<file path="src/rtl/shift_adder_pkg.sv">
// Shared helpers for the shift_adder_array: portable clog2 and per-lane width/slice derivations.
// Optional build macro consumed elsewhere: SHIFT_ADDER_SIGNED_MSB_EN (MSB plane negative weight).
package shift_adder_pkg;

    function automatic int clog2_f(input int value);
        int r;
        r = 32'sd0;
        while ((32'sd1 << r) < value) begin
            r = r + 32'sd1;
        end
        return r;
    endfunction

    function automatic int win_f(input int kernal);
        return kernal * kernal;
    endfunction

    function automatic int cnt_w_f(input int kernal);
        return clog2_f(win_f(kernal) + 32'sd1);
    endfunction

    function automatic int out_w_f(input int kernal, input int in_bits);
        return cnt_w_f(kernal) + in_bits;
    endfunction

    function automatic int plane_w_f(input int in_bits);
        return clog2_f(in_bits) + 32'sd1;
    endfunction

    // Lane c of the packed output starts at this bit.
    function automatic int lane_lsb_f(input int lane, input int out_w);
        return lane * out_w;
    endfunction

    localparam int DEF_KERNAL  = 32'sd3;
    localparam int DEF_IN_BITS = 32'sd4;
    localparam int DEF_CH      = 32'sd2;
    localparam int DEF_WIN     = win_f(DEF_KERNAL);
    localparam int DEF_CNT_W   = cnt_w_f(DEF_KERNAL);
    localparam int DEF_OUT_W   = out_w_f(DEF_KERNAL, DEF_IN_BITS);

endpackage

</file>
<file path="src/rtl/shift_adder_lane.sv">
// One lane: popcounts the bits of a plane into psum and shift-adds completed planes into acc.
// With SHIFT_ADDER_SIGNED_MSB_EN defined the first (MSB) plane is subtracted instead of added.
module shift_adder_lane
    import shift_adder_pkg::*;
#(
    parameter int CNT_W = DEF_CNT_W,
    parameter int OUT_W = DEF_OUT_W
) (
    input  logic             clk,
    input  logic             rst,
    input  logic             in_bit,
    input  logic             beat,
    input  logic             last_tap,
    input  logic             first_plane,
    input  logic             last_plane,
    input  logic             clear,
    output logic [OUT_W-1:0] result
);

    logic [CNT_W-1:0] psum_r;
    logic [OUT_W-1:0] acc_r;
    logic [CNT_W-1:0] sum_s;
    logic [OUT_W-1:0] acc_next_s;

    assign sum_s = psum_r + CNT_W'(in_bit);

    // Fold the completed plane sum into the accumulator; the first plane starts from zero.
    always_comb begin
        acc_next_s = {OUT_W{1'b0}};
        if (first_plane) begin
`ifdef SHIFT_ADDER_SIGNED_MSB_EN
            acc_next_s = {OUT_W{1'b0}} - OUT_W'(sum_s);
`else
            acc_next_s = OUT_W'(sum_s);
`endif
        end else begin
            acc_next_s = {acc_r[OUT_W-2:0], 1'b0} + OUT_W'(sum_s);
        end
    end

    assign result = acc_next_s;

    // psum/acc state; clear aborts the window and wins over a beat in the same cycle.
    always_ff @(posedge clk) begin
        if (!rst) begin
            psum_r <= {CNT_W{1'b0}};
            acc_r  <= {OUT_W{1'b0}};
        end else if (clear) begin
            psum_r <= {CNT_W{1'b0}};
            acc_r  <= {OUT_W{1'b0}};
        end else if (beat) begin
            if (last_tap) begin
                psum_r <= {CNT_W{1'b0}};
                acc_r  <= last_plane ? {OUT_W{1'b0}} : acc_next_s;
            end else begin
                psum_r <= sum_s;
                acc_r  <= acc_r;
            end
        end else begin
            psum_r <= psum_r;
            acc_r  <= acc_r;
        end
    end

endmodule

</file>
<file path="src/rtl/shift_adder_array.sv">
// CH-lane bit-serial popcount shift-adder with valid/ready on both sides and a registered output.
// Build option: SHIFT_ADDER_SIGNED_MSB_EN makes the MSB plane negative (two's complement out).
module shift_adder_array
    import shift_adder_pkg::*;
#(
    parameter  int KERNAL  = DEF_KERNAL,
    parameter  int IN_BITS = DEF_IN_BITS,
    parameter  int CH      = DEF_CH,
    localparam int WIN     = win_f(KERNAL),
    localparam int CNT_W   = cnt_w_f(KERNAL),
    localparam int OUT_W   = out_w_f(KERNAL, IN_BITS),
    localparam int PLANE_W = plane_w_f(IN_BITS)
) (
    input  logic                  clk,
    input  logic                  rst,
    input  logic                  flush,
    input  logic                  in_valid,
    output logic                  in_ready,
    input  logic [CH-1:0]         in,
    output logic                  out_valid,
    input  logic                  out_ready,
    output logic [CH*OUT_W-1:0]   out,
    output logic [PLANE_W-1:0]    plane_idx
);

    localparam logic [CNT_W-1:0]   TAP_LAST   = CNT_W'(WIN - 32'sd1);
    localparam logic [CNT_W-1:0]   TAP_ONE    = CNT_W'(32'sd1);
    localparam logic [PLANE_W-1:0] PLANE_LAST = PLANE_W'(IN_BITS - 32'sd1);
    localparam logic [PLANE_W-1:0] PLANE_ONE  = PLANE_W'(32'sd1);

    logic [CNT_W-1:0]      tap_cnt_r;
    logic [PLANE_W-1:0]    plane_cnt_r;
    logic [CH*OUT_W-1:0]   out_r;
    logic                  out_valid_r;
    logic [CH*OUT_W-1:0]   result_s;
    logic                  in_ready_s;
    logic                  accept_s;
    logic                  last_tap_s;
    logic                  last_plane_s;
    logic                  first_plane_s;
    logic                  complete_s;

    assign in_ready_s    = !out_valid_r || out_ready;
    // A beat arriving together with flush is discarded, so it never counts as accepted.
    assign accept_s      = in_valid && in_ready_s && !flush;
    assign last_tap_s    = (tap_cnt_r == TAP_LAST);
    assign last_plane_s  = (plane_cnt_r == PLANE_LAST);
    assign first_plane_s = (plane_cnt_r == {PLANE_W{1'b0}});
    assign complete_s    = accept_s && last_tap_s && last_plane_s;

    // Shared tap/plane counters; they wrap exactly at WIN-1 and IN_BITS-1.
    always_ff @(posedge clk) begin
        if (!rst) begin
            tap_cnt_r   <= {CNT_W{1'b0}};
            plane_cnt_r <= {PLANE_W{1'b0}};
        end else if (flush) begin
            tap_cnt_r   <= {CNT_W{1'b0}};
            plane_cnt_r <= {PLANE_W{1'b0}};
        end else if (accept_s) begin
            if (last_tap_s) begin
                tap_cnt_r   <= {CNT_W{1'b0}};
                plane_cnt_r <= last_plane_s ? {PLANE_W{1'b0}} : (plane_cnt_r + PLANE_ONE);
            end else begin
                tap_cnt_r   <= tap_cnt_r + TAP_ONE;
                plane_cnt_r <= plane_cnt_r;
            end
        end else begin
            tap_cnt_r   <= tap_cnt_r;
            plane_cnt_r <= plane_cnt_r;
        end
    end

    // Output register: a completing window reloads even while the old result is being consumed.
    always_ff @(posedge clk) begin
        if (!rst) begin
            out_r       <= {(CH*OUT_W){1'b0}};
            out_valid_r <= 1'b0;
        end else if (complete_s) begin
            out_r       <= result_s;
            out_valid_r <= 1'b1;
        end else if (out_ready) begin
            out_r       <= out_r;
            out_valid_r <= 1'b0;
        end else begin
            out_r       <= out_r;
            out_valid_r <= out_valid_r;
        end
    end

    for (genvar c = 0; c < CH; c++) begin : g_lane
        shift_adder_lane #(
            .CNT_W (CNT_W),
            .OUT_W (OUT_W)
        ) u_lane (
            .clk         (clk),
            .rst         (rst),
            .in_bit      (in[c]),
            .beat        (accept_s),
            .last_tap    (last_tap_s),
            .first_plane (first_plane_s),
            .last_plane  (last_plane_s),
            .clear       (flush),
            .result      (result_s[lane_lsb_f(c, OUT_W) +: OUT_W])
        );
    end

    assign in_ready  = in_ready_s;
    assign out_valid = out_valid_r;
    assign out       = out_r;
    assign plane_idx = plane_cnt_r;

endmodule
</file>
<file path="config.mk">
export PLATFORM = sky130hd
export DESIGN_NAME = shift_adder_array
export DESIGN_NICKNAME = d
export VERILOG_FILES = /design/src/rtl/shift_adder_pkg.sv /design/src/rtl/shift_adder_lane.sv /design/src/rtl/shift_adder_array.sv
export SDC_FILE = /design/constraint.sdc
export NUM_CORES = 1
export LEC_CHECK = 0
export CAP_MARGIN = 10
export CORE_ASPECT_RATIO = 0.9
export CORE_MARGIN = 3
export CORE_UTILIZATION = 40
export CTS_CLUSTER_DIAMETER = 50
export DETAILED_ROUTE_END_ITERATION = 16
export SKIP_CTS_REPAIR_TIMING = 1
export SLEW_MARGIN = 20
export SYNTH_ARGS = -nofsm -noshare
export SYNTH_HDL_FRONTEND = slang
export SYNTH_SLANG_ARGS = --single-unit
</file>
<file path="constraint.sdc">
create_clock -name clk -period 2.3 [get_ports clk]
set_input_delay 0.575 -clock clk [delete_from_list [all_inputs] [get_ports clk]]
set_output_delay 0.575 -clock clk [all_outputs]
set_load 0.005 [all_outputs]
</file>
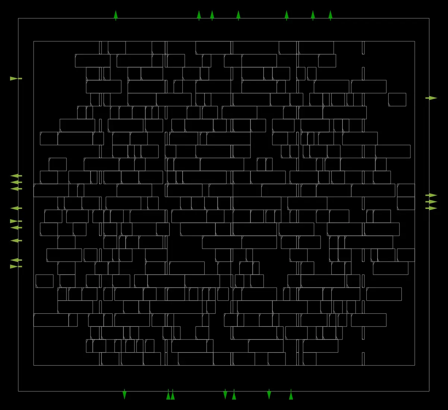
*Cell outlines without signal wires*
post-layout util: 59.40%
filler cell count: 481
count of non-filler cells in the finished layout: 366

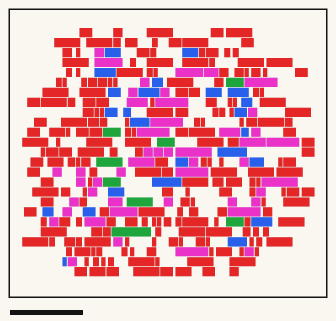
*Sizing map*
Scale bar: 20 µm.
size	color	cells
_0 and _1 cells	red	220
_2 cells	blue	24
_3 and _4 cells	magenta	47
_6 and larger	green	8

==> impl.org <==
* Implementation run

** Outcome
- The run finished with clean final reports.

** Synth
- Of all flip-flops after synthesis, the portion carrying an async set or reset was 0%.
- Synthesis instantiated 47 different standard cells from the library.
- After synthesis the cells add up to about 2300 µm².

** Place
- Weighted congestion reported at the end of routability-driven placement :: 0.8347
- Total instance count after detailed placement :: roughly 360

** Critical path
- The OpenROAD report gives the critical path a required time of 1.73 ns.
- The largest individual stage delay along the critical path comes from the cell sky130_fd_sc_hd__clkdlybuf4s50_1.
- Largest fanout of any net on the critical path :: 2
- For the worst reg-to-reg path, the startpoint reported by OpenROAD is g_lane[0].u_lane.psum_r[0]$_SDFFE_PP0P_.
- Among cell families on the critical path, the largest total delay comes from buffers and inverters.
- The critical path is of the input pin to primary output type.
- The worst setup path is captured at a primary output.
- The number of cells on the worst reg-to-reg path is 8.

** Clocking
- Per the TritonCTS log, the buffer count is 5.
- Insertion Delay late pin :: approximately 0.30 ns
- Depth of the CTS H-tree :: 2

** Job
- Number of max-cap violations :: 0

** Power
- Internal power comes to about 1.2 mW.
- The clock network consumes a total of just over 600 µW.
- Sequential cells consume a total of between 700 and 800 µW.
- The completed layout was analyzed and its total power is 1.471 mW.
- Pwr per Cell Area :: about 450 nW/µm²

** Die
- In this run the vertical extent of the chip is 78.27 µm.
- Die span in x :: around 86 µm
- The floorplan has 25 rows.
- Number of top-level pins :: 28

** Drt
- Per the log, the first TritonRoute iteration ended with a DRC count of slightly above 70.

** Final layout
- Final Instance Area :: around 3200 µm²
- Synthesis-to-layout area growth :: 39.30%

** Final timing
- Worst Skew :: 0.007440 ns
- Timing would allow up to about 0.45 GHz.
- Setup TNS after final layout :: 0 ns
- Transition time at the pin with the least slew margin :: ~0.43 ns
- RSZ-0062 raised after global routing :: false

** Global route
- The first global-routing pass estimated 9.446 mm of wire.
- In the global route stage, overall resource usage came out at 17.61%.
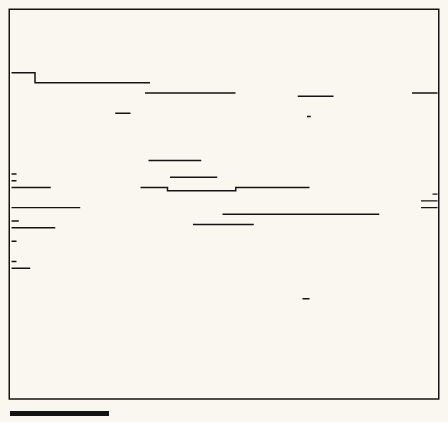
*The metal 3 layer*
Scale bar: 20 µm.
main direction	horizontal
longest straight run	31.3 µm
nets with wire on the layer	21
share of all routed wire	3.6%

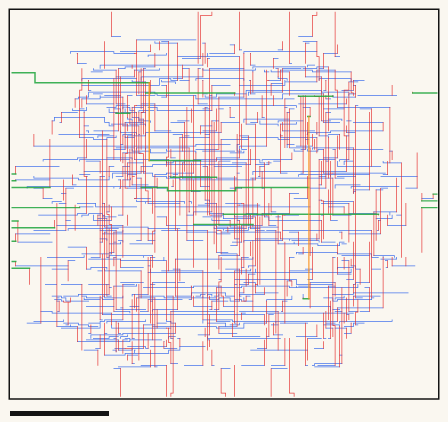
*Metal layers overlaid*
Scale bar: 20 µm.
layer	color	wire length
metal 4	orange	52.4 µm
metal 2	red	2630 µm
metal 3	green	205 µm
metal 1	blue	2850 µm

registers in the layout, indices dropped and copies added, names as in the netlist:
| register | count |
|---|---|
| g_lane.u_lane.acc_r | 14 |
| tap_cnt_r | 4 |
| out_valid | 1 |
| g_lane.u_lane.psum_r | 8 |
| plane_idx | 3 |
| out | 16 |
cell usage in the layout (no fill, tap or decap), types with 4 or more instances in the layout:
cell	synthesis	final
sky130_fd_sc_hd__dfxtp_1	46	46
sky130_fd_sc_hd__buf_4	0	27
sky130_fd_sc_hd__clkdlybuf4s50_1	0	25
sky130_fd_sc_hd__nand2_1	24	24
sky130_fd_sc_hd__nor2_1	19	17
sky130_fd_sc_hd__o21ai_0	14	13
sky130_fd_sc_hd__nand3_1	10	9
sky130_fd_sc_hd__ha_4	0	8
sky130_fd_sc_hd__a21oi_1	11	7
sky130_fd_sc_hd__inv_1	6	6
sky130_fd_sc_hd__xnor2_1	9	5
sky130_fd_sc_hd__a32o_1	5	5
sky130_fd_sc_hd__mux2i_1	5	5
sky130_fd_sc_hd__ha_1	15	5
sky130_fd_sc_hd__clkbuf_8	0	5
sky130_fd_sc_hd__xnor2_2	0	4
sky130_fd_sc_hd__a22oi_1	4	4
sky130_fd_sc_hd__o21a_1	4	4
sky130_fd_sc_hd__nor3_2	1	4
sky130_fd_sc_hd__and2_1	4	4
sky130_fd_sc_hd__nor3_1	7	4
cells by family after synthesis:
| family | share of synthesized area (%) |
|---|---|
| simple gates | 19.19 |
| buf+inv | 3.881 |
| mux | 2.642 |
| flops | 39.68 |
| compound gates | 19.51 |
| fa+ha+maj | 9.811 |
| xor+xnor | 5.283 |
metal layers:
metal	up-vias	wire length, µm	track usage, %	part of all wire, %
li1	971	-	-	-
met1	927	2854	24.14	50
met2	31	2629	27.58	46
met3	5	205	3.568	3.6
met4	0	52	5.919	0.91
met5	-	0	0	0
worst register-to-register path, cell delays in order, from the launching register on:
cell and delay, ns:
sky130_fd_sc_hd__dfxtp_1 0.39, sky130_fd_sc_hd__ha_4 0.18, sky130_fd_sc_hd__ha_4 0.21, sky130_fd_sc_hd__ha_4 0.17
sky130_fd_sc_hd__fa_2 0.39, sky130_fd_sc_hd__a21oi_4 0.18, sky130_fd_sc_hd__o21a_1 0.16, sky130_fd_sc_hd__o211ai_1 0.11
sky130_fd_sc_hd__a21boi_1 0.16
area by class of cell:
cell class | instances | area share (%)
clock buffers | 7 | 2.361
clock inverters | 1 | 0.9288
inverters | 7 | 0.8127
multi-input cells | 182 | 48.80
flip-flops and latches | 46 | 28.48
well taps | 67 | 2.593
repair buffers | 56 | 16.02
worst max path at each step:
| stage | startpoint | to | slack (ns) | depth (start not counted) |
|---|---|---|---|---|
| CTS | in[0] | g_lane[0].u_lane.acc_r[6]$_SDFFE_PP0P_ | -0.24 | 9 |
| detailed placement | in[0] | g_lane[0].u_lane.acc_r[6]$_SDFFE_PP0P_ | -0.56 | 9 |
| global placement | in[1] | g_lane[1].u_lane.acc_r[6]$_SDFFE_PP0P_ | -0.53 | 9 |
| global route | out_ready | in_ready | 0.06 | 4 |
| finish | out_ready | in_ready | 0.1 | 4 |
| floorplan | in[1] | g_lane[1].u_lane.acc_r[2]$_SDFFE_PP0P_ | 0.02 | 6 |
Power figures rest on the tool's default switching activity, not on a simulated workload.
